$ cat config.mk
export PLATFORM = sky130hd
export DESIGN_NAME = reg_file
export DESIGN_NICKNAME = d
export VERILOG_FILES = /design/src/rtl/reg_file_pkg.sv /design/src/rtl/reg_file_cell.sv /design/src/rtl/reg_file.sv
export SDC_FILE = /design/constraint.sdc
export NUM_CORES = 1
export LEC_CHECK = 0
export CORE_MARGIN = 3
export CORE_UTILIZATION = 40
export DETAILED_ROUTE_END_ITERATION = 10
export GPL_TIMING_DRIVEN = 1
export SYNTH_ARGS = -nofsm -noshare
export SYNTH_HDL_FRONTEND = slang
export SYNTH_SLANG_ARGS = --single-unit
$ cat constraint.sdc
create_clock -name clk -period 2.2 [get_ports clk]
set_clock_uncertainty 0.1 [all_clocks]
set_input_delay 0.44 -clock clk [delete_from_list [all_inputs] [get_ports clk]]
set_output_delay 0.44 -clock clk [all_outputs]
set_load 0.02 [all_outputs]
$ cat src/rtl/reg_file_pkg.sv
// Shared widths and register mnemonics for the register file, decoder and ALU control.
package reg_file_pkg;
    localparam int DATA_W_DEF = 16;
    localparam int ADDR_W_DEF = 3;

    localparam logic [ADDR_W_DEF-1:0] R0 = 3'd0;
    localparam logic [ADDR_W_DEF-1:0] R1 = 3'd1;
    localparam logic [ADDR_W_DEF-1:0] R2 = 3'd2;
    localparam logic [ADDR_W_DEF-1:0] R3 = 3'd3;
    localparam logic [ADDR_W_DEF-1:0] R4 = 3'd4;
    localparam logic [ADDR_W_DEF-1:0] R5 = 3'd5;
    localparam logic [ADDR_W_DEF-1:0] R6 = 3'd6;
    localparam logic [ADDR_W_DEF-1:0] R7 = 3'd7;
endpackage

$ cat src/rtl/reg_file_cell.sv
// Load-enabled register with async active-low clear; q updates one edge after load.
// No backpressure: holds its value through mux2 feedback whenever load is low.
module reg_cell
    import reg_file_pkg::*;
#(
    parameter int DATA_W = DATA_W_DEF
) (
    input  logic              clk,
    input  logic              rst_n,
    input  logic              load,
    input  logic [DATA_W-1:0] d,
    output logic [DATA_W-1:0] q
);
    logic [DATA_W-1:0] q_nxt;

    assign q_nxt = load ? d : q;

    always_ff @(posedge clk or negedge rst_n) begin
        if (!rst_n) q <= '0;
        else        q <= q_nxt;
    end
endmodule

$ cat src/rtl/reg_file.sv
// 2**ADDR_W x DATA_W register file: one synchronous write port, two combinational reads.
// Reads are zero-latency with no write bypass; writes land on the edge; no backpressure.
module reg_file
    import reg_file_pkg::*;
#(
    parameter int DATA_W  = DATA_W_DEF,
    parameter int ADDR_W  = ADDR_W_DEF,
    parameter bit ZERO_R0 = 1'b1
) (
    input  logic              clk,
    input  logic              reset,
    input  logic              wr,
    input  logic [ADDR_W-1:0] wr_addr,
    input  logic [DATA_W-1:0] d_in,
    input  logic [ADDR_W-1:0] rd_addr_a,
    input  logic [ADDR_W-1:0] rd_addr_b,
    output logic [DATA_W-1:0] d_out_a,
    output logic [DATA_W-1:0] d_out_b
);
    localparam int NREG = 2 ** ADDR_W;

    logic [DATA_W-1:0] regs [NREG];

    for (genvar i = 0; i < NREG; i++) begin : g_reg
        if (ZERO_R0 && i == 0) begin : g_zero
            // Constant slot: writes to address 0 decode to nothing and reads return 0.
            assign regs[i] = '0;
        end else begin : g_cell
            logic load;

            assign load = wr && (wr_addr == ADDR_W'(i));

            reg_cell #(.DATA_W(DATA_W)) u_cell (
                .clk   (clk),
                .rst_n (reset),
                .load  (load),
                .d     (d_in),
                .q     (regs[i])
            );
        end
    end

    assign d_out_a = regs[rd_addr_a];
    assign d_out_b = regs[rd_addr_b];
endmodule

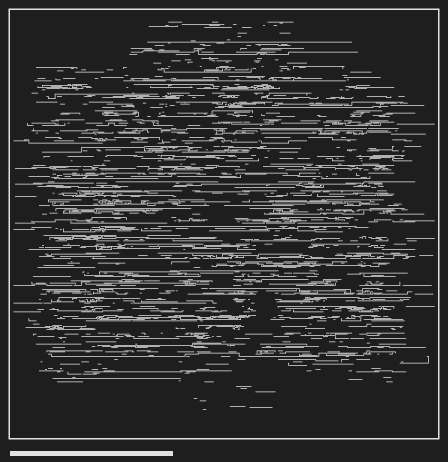
Run 1: M1 wires
Scale bar: 50 um.
main direction = horizontal
wire length on this layer = 7810 um
longest straight run = 62.6 um
share of all routed wire = 46%
Detailed Route WL: 16.9 mm
via count: 4362
Global Route met1 Usage: 0.286

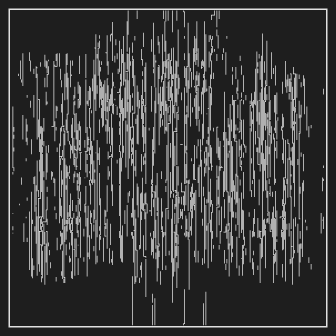
Run 1: metal 2
nets with wire on the layer = 544
main direction = vertical
wire length on this layer = 8090 um
grt met2 use: 0.326

==> impl_metrics.toml, run 1 <==
# synthesis and place-and-route metrics
[global_route]
overflow = 0

[synthesis]
synth_warnings = 0
xor_share = 0
fp_nets = 487
ys_sh_simple = 0.0420
top_area_cell = "dfrtp_1"
top_area_frac = 0.448

[cts]
cts_tree = "yes"
cts_setup_buffers = 8
htree_levels = 3

[worst_setup_path]
reg2regPathDepth = 1
r2r-start = "g_reg[2].g_cell.u_cell.q[3]$_DFFE_PN0P_"
path_class = "in -> out"

[run_status]
status = "complete, no violations"

[timing]
fmax_mhz = 459
setup_slack_ps = 20.5

[cells_and_area]
num-fill-cells = 1302
inverters = 0

[drt]
ant_nets = 0
drc = 0

[placed_design]
dp_hpwl_mm = 11.0
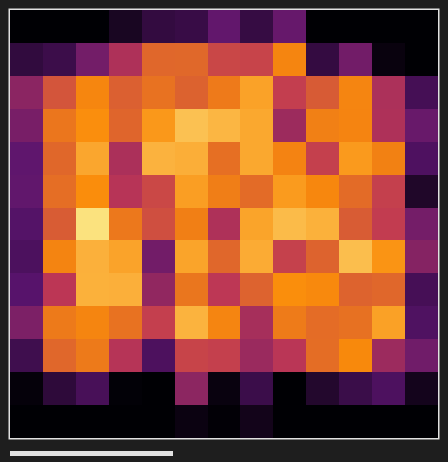
Run 1: local utilization
Scale bar: 50 um. 13 x 13 tiles, from black (low) to pale yellow (high), 0 to 100% covered.
mean over tiles = 46%
tiles over 75% full = 17%
nearly empty tiles = 14%
fullest tile = 94%
densest ninth of the die = center
total core area: 15300 um2
post-layout util: 0.532

[run 1: worst max path at each step]
stage	from	endpoint	slack (ps)	cells past startpoint
after detailed placement	rd_addr_b[0]	d_out_b[15]	-920	7
after CTS	rd_addr_b[1]	d_out_b[15]	1	7
final	rd_addr_b[2]	d_out_b[12]	20	5
after floorplan	rd_addr_a[0]	d_out_a[8]	-5	6
after global routing	rd_addr_b[2]	d_out_b[8]	-30	5
after global placement	rd_addr_b[0]	d_out_b[13]	-880	5
[run 1: power breakdown]
part | switching [mW] | leakage [nW] | total, mW | internal, mW
logic | 0.852 | 2.01 | 1.91 | 1.06
registers | 0.368 | 1.34 | 2.88 | 2.52
clock network | 0.738 | 0.139 | 1.65 | 0.908
total | 1.96 | 3.50 | 6.44 | 4.48
--- run 2 (diff from run 1) ---
- MAX_ROUTING_LAYER: unset -> met4
- clock period: 2.2 -> 2.8 ns (I/O delays scaled with it)
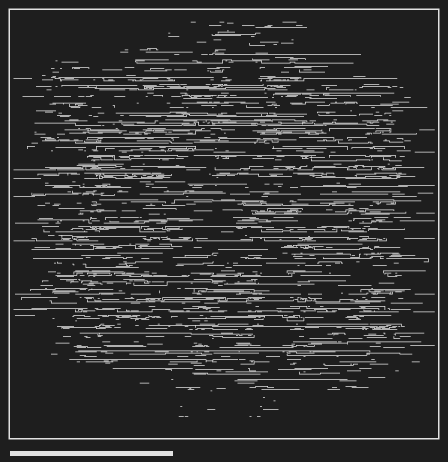
Run 2: M1 wires
Scale bar: 50 um.
wire length on this layer = 7410 um
nets with wire on the layer = 519
main direction = horizontal
Global Route met1 Usage: 0.271
via count: 4272

==> impl_metrics.toml, run 2 <==
# synthesis and place-and-route metrics
[run_status]
status = "complete, no violations"

[worst_setup_path]
path_class = "in -> out"
critPathLaunchType = "input pin"
crit_start = "rd_addr_b[2]"
crit_path_end = "d_out_b[5]"
crit_cells = 5
reg2regPathDepth = 1
r2r-start = "g_reg[2].g_cell.u_cell.q[4]$_DFFE_PN0P_"

[drt]
wl_met3_um = 767
drt_wl_total_mm = 16.1
ant_nets = 0
drc = 0
viasPerCell = 5.68

[pwr]
clk-power_mw = 1.25
p_int_mw = 3.40
switchingPower_mw = 1.42
swShare = 0.294
p_clk_frac = 0.259
seq_power_mw = 2.24
leakage_nw = 3.23
combPwrFrac = 0.276
power_leader = "registers"
pwr-share-seq = 0.465
pg_comb_mw = 1.33

[timing]
maxSlewHeadroom = 0.470
setup_slack_ps = 31.1
fmax_mhz = 361
rsz0062_at_grt = "yes"

[synthesis]
top_area_cell = "dfrtp_1"
xor_share = 0
top_area_frac = 0.448
ys_sh_simple = 0.0420
fp_nets = 487
synth_warnings = 0
async_flop_share = 1.00

[placed_design]
place_inst = 736
dpl_worst_slack_ps = -686
dp_hpwl_mm = 11.0

[cts]
htree_levels = 3
cts_tree = "yes"
numCtsBuffers = 9

[cells_and_area]
antennaDiodeCount = 0
top_register = "g.g_cell.u_cell.q"
mostFrequentLayoutCell = "mux2_2"

[global_route]
met2_usage = 0.312
overflow = 0

[die]
coreArea_um2 = 15300
## run 2: cell counts after synthesis
Identical to the previous run, type by type.
## run 2: area by class of cell
cell class	count	area [um2]
Clock buffer	10	229
Clock inverter	4	47.5
Fill cell	1365	7710
Multi-Input combinational cell	301	3180
Sequential cell	112	2800
Tap cell	211	264
Timing Repair Buffer	114	1020
## run 2: per-stage QoR
| stage | util | hold slack [ps] |
|---|---|---|
| 2_1_floorplan | - | 164 |
| 3_3_place_gp | 0.475 | 394 |
| 3_5_place_dp | 0.475 | 404 |
| 4_1_cts | 0.495 | 164 |
| 5_1_grt | 0.494 | 180 |
| 6_report | 0.494 | 135 |
## run 2: what timing repair did
item / CTS / global route
gates resized: 126 / 11
setup buffers: 2 / 0
endpoints found under the setup margin: 32 / 10
pin swaps: 3 / 0
Power is estimated from default activity; no workload was simulated.
